`src/rtl/fetch_stage.sv`:
```
// IF stage and IF/ID pipeline register: owns the fetch PC, latches each fetched
// word with its PC, and applies stall, flush, redirect and syscall halt.
module fetch_stage #(
  parameter logic [31:0] PC_RESET    = 32'h0000_0000,
  parameter int          IMEM_ADDR_W = 10
) (
  input  logic                   clk,
  input  logic                   rst_n,
  input  logic                   stall,
  input  logic                   flush,
  input  logic                   redirect_valid,
  input  logic [31:0]            redirect_pc,
  input  logic                   halt,
  output logic [IMEM_ADDR_W-1:0] imem_addr,
  input  logic [31:0]            imem_rdata,
  output logic [31:0]            pc,
  output logic                   id_valid,
  output logic [31:0]            id_pc,
  output logic [31:0]            id_pc_plus4,
  output logic [31:0]            id_instr,
  output logic [5:0]             id_op,
  output logic [5:0]             id_func,
  output logic [4:0]             id_rt,
  output logic                   halted,
  output logic [31:0]            cycle_count,
  output logic [31:0]            stall_count,
  output logic [31:0]            flush_count
);

  logic [31:0] pc_plus4;
  logic        freeze;
  logic        squash;
  logic        stall_hit;
  logic        flush_hit;

  assign pc_plus4  = pc + 32'd4;
  assign freeze    = halted | halt;
  assign squash    = flush | redirect_valid;
  assign stall_hit = stall & ~redirect_valid & ~flush & ~halt;
  assign flush_hit = squash & ~halt;

  assign imem_addr = pc[IMEM_ADDR_W+1:2];
  assign id_op     = id_instr[31:26];
  assign id_func   = id_instr[5:0];
  assign id_rt     = id_instr[20:16];

  // IF: program counter and sticky halt; a redirect outranks a stall because
  // the redirecting instruction is older than the one being stalled.
  always_ff @(posedge clk or negedge rst_n) begin
    if (!rst_n) begin
      pc     <= PC_RESET;
      halted <= 1'b0;
    end else begin
      if (halt) halted <= 1'b1;
      if (!freeze) begin
        if (redirect_valid) pc <= redirect_pc & 32'hFFFF_FFFC;
        else if (!stall)    pc <= pc_plus4;
      end
    end
  end

  // IF/ID register
  always_ff @(posedge clk or negedge rst_n) begin
    if (!rst_n) begin
      id_valid    <= 1'b0;
      id_instr    <= 32'h0;
      id_pc       <= 32'h0;
      id_pc_plus4 <= 32'h0;
    end else if (freeze || squash) begin
      id_valid <= 1'b0;
      id_instr <= 32'h0;
    end else if (!stall) begin
      id_valid    <= 1'b1;
      id_instr    <= imem_rdata;
      id_pc       <= pc;
      id_pc_plus4 <= pc_plus4;
    end
  end

  // Stats counters, frozen once halted
  always_ff @(posedge clk or negedge rst_n) begin
    if (!rst_n) begin
      cycle_count <= 32'h0;
      stall_count <= 32'h0;
      flush_count <= 32'h0;
    end else if (!halted) begin
      cycle_count <= cycle_count + 32'd1;
      if (stall_hit) stall_count <= stall_count + 32'd1;
      if (flush_hit) flush_count <= flush_count + 32'd1;
    end
  end

endmodule

```
`config.mk`:
```
export PLATFORM = sky130hd
export DESIGN_NAME = fetch_stage
export DESIGN_NICKNAME = d
export VERILOG_FILES = /design/src/rtl/fetch_stage.sv
export SDC_FILE = /design/constraint.sdc
export NUM_CORES = 1
export LEC_CHECK = 0
export CORE_MARGIN = 3
export CORE_UTILIZATION = 45
export DETAILED_ROUTE_END_ITERATION = 16
export GPL_TIMING_DRIVEN = 0
export PLACE_DENSITY = 0.78
export SLEW_MARGIN = 20
export SYNTH_ARGS = -nofsm -noshare
export SYNTH_HDL_FRONTEND = slang
export SYNTH_SLANG_ARGS = --single-unit
```
`constraint.sdc`:
```
create_clock -name clk -period 3.2 [get_ports clk]
set_input_delay 0.32 -clock clk [delete_from_list [all_inputs] [get_ports clk]]
set_output_delay 0.32 -clock clk [all_outputs]
set_load 0.005 [all_outputs]
```
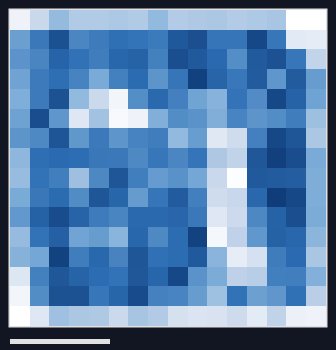
*Cell area per tile*
Scale bar: 50 um. 16 x 16 tiles, from white (low) to dark blue (high), 0 to 100% covered.
nearly empty tiles = 1.6%
tiles over 75% full = 28%
fullest tile = 95%
emptiest ninth of the die = bottom right
mean over tiles = 58%

==> impl_metrics.py <==
# Flow results
metrics = {
    "synth": {
        "async_flop_share": 1.000,
        "synth_warnings": 0,
        "ys_chip_area_um2": 10370,
        "avgSynthCellArea_um2": 9.808,
        "netlist_instances": 1057,
        "synth_stat.cells": 1057,
        "netlist_area_um2": 10370,
        "synth_flops": 220,
        "ff_type": "dfrtp_1",
        "yosys.cell_types.count": 56,
    },
    "power_and_ir_drop": {
        "p_comb_frac": 0.096,
        "p_seq_frac": 0.466,
        "power.internal_mw": 4.825,
        "power_frac_clock": 0.438,
        "power.density_nw_per_um2": 428.5,
        "max-vdd-ir-drop_v": 0.0003094,
        "power.leakage_nw": 6.366,
        "p_sw_frac": 0.2357,
        "powerSeq_mw": 2.94,
    },
    "route": {
        "route.detailed.drc": 0,
        "wl_per_cell_um": 17.96,
        "postRouteAntennaNets": 0,
        "first_pass_iters": 6,
        "viasPerCell": 5.374,
    },
    "grt": {
        "met1_usage": 0.3255,
        "grt-ovfl-total": 0,
        "grt_max_degree": 98,
        "grt_pass1_wl_mm": 48.27,
        "grt_pass1_vias": 9007,
        "antenna_found_initial": 0,
    },
    "worst_setup_path": {
        "path_buffers": 3,
        "path_cells": "clkbuf_1 -> nor2_1 -> clkinv_1 -> a21oi_1 -> clkbuf_1 -> o21ai_0 -> nand2_1 -> o21ai_0",
        "cp.required_ps": 3540,
        "cp_max_fo": 10,
        "crit_type": "reg2reg",
        "ff2ff_setup_slack_ps": 360,
        "ff2ff_path_depth": 8,
        "path_depth": 8,
        "startpoint": "halted$_DFFE_PN0P_",
        "path_delay_family": "buffers and inverters",
        "crit_path_end_kind": "register",
        "rr_startpoint": "halted$_DFFE_PN0P_",
        "worst_path_max_delay_cell": "nor2_1",
        "reg2reg_to": "pc[7]$_DFFE_PN0N_",
    },
    "cells_and_area": {
        "fin_util": 0.6628,
        "final_cell_mix": "clkdlybuf4s50_1 (313), dfrtp_1 (220), nand2_1 (180)",
        "layout_top_cell": "clkdlybuf4s50_1",
        "area_growth_pct": 42.11,
    },
    "clocking": {
        "post_cts_resized": 0,
        "htree_levels": 1,
        "post_cts_buffers": 0,
        "cts_root_buffer": "clkbuf_16",
        "cts_tree": "done",
        "cts_buffer_depth": 3,
        "cts_hold_buf": 1,
        "clk_pin_slew_ps": 60,
    },
    "status": {
        "status": "finished, final reports clean",
    },
    "final_timing": {
        "setup_viol": 0,
        "timing.final.crit_period_ps": 2841,
        "tightestPinTransition_ps": 937.1,
        "slew_viol_final": 0,
        "final.setup.worst_slack_ps": 358.7,
        "finClkSkew_ps": 15.11,
        "fin_crit_sh": 0.8879,
        "slew_headroom": 0.3695,
    },
    "placement": {
        "place_area_um2": 13940,
        "place_ws_ps": 335.4,
        "gp_congestion": 0.9397,
    },
    "floorplan": {
        "core_area_um2": 22230,
        "die_area_um2": 24900,
        "chipWidth_um": 157.8,
        "io-pin-count": 323,
        "rows": 54,
        "die_h_um": 157.8,
    },
    "job": {
        "warnings": 28,
    },
    "hold_path": {
        "min_path_type": "in2async",
    },
}
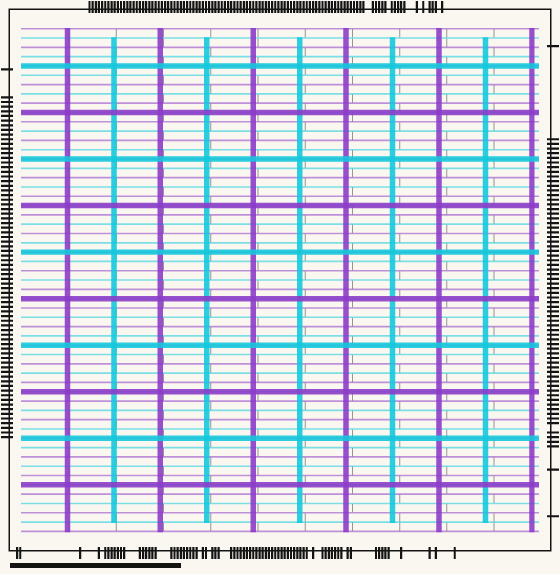
*Supply network*
Scale bar: 50 um. Pins as bars on the die edge. Tap cells in grey.
purple -> VSS
cyan -> VDD
rows = 54
met1 rails = 55

## state kept, by name, indices dropped and copies added (netlist names)
name         flops
pc              30
id_instr        32
id_pc           30
halted           1
cycle_count     32
id_valid         1
id_pc_plus4     30
stall_count     32
flush_count     32
## logic make-up (layout without fill, tap and decap cells)
family | after synthesis | after routing | share of synthesized area
XOR/XNOR | 118 | 118 | 0.09969
buffers and inverters | 104 | 464 | 0.05165
AND/OR/NAND/NOR | 446 | 446 | 0.2020
flip-flops | 220 | 220 | 0.5310
other | 1 | 6 | 0.0003617
AND-OR/OR-AND | 125 | 125 | 0.07229
multiplexers | 39 | 39 | 0.03814
adder cells (fa/ha/maj) | 4 | 4 | 0.004828
## through the flow
stage	power, mW	std cells
after floorplan	3.196	1062
after global placement	3.577	1656
after detailed placement	3.595	1658
after CTS	6.366	1702
after global routing	6.533	1702
final	6.313	1702
## cell usage after synthesis, types with 23 or more instances
cell type / count / share of area
dfrtp_1: 220 / 0.53
nand2_1: 180 / 0.065
xnor2_1: 94 / 0.079
nor2_1: 73 / 0.026
nand3_1: 58 / 0.028
o21ai_0: 58 / 0.028
clkbuf_1: 40 / 0.014
mux2i_1: 35 / 0.034
buf_4: 34 / 0.025
nor3_1: 28 / 0.014
nand4_1: 26 / 0.016
xor2_1: 24 / 0.020
and3_1: 23 / 0.014
nor4_1: 23 / 0.014
## routing by layer
layer | vias to the layer above | routed length, um
li1 | 4280 | -
met1 | 4410 | 12740
met2 | 389 | 14340
met3 | 68 | 2382
met4 | 0 | 1102
met5 | - | 0
## area by class of cell
class,count,area [um^2]
multi-input combinational,738,4345
fill,1799,7496
inverter,19,71.32
tap,280,350.3
clock inverter,10,107.6
clock buffer,33,675.6
buffer,85,464.2
sequential,220,5505
timing repair buffer,317,3213
No activity file was given, so power comes from the tool's default toggle rates.
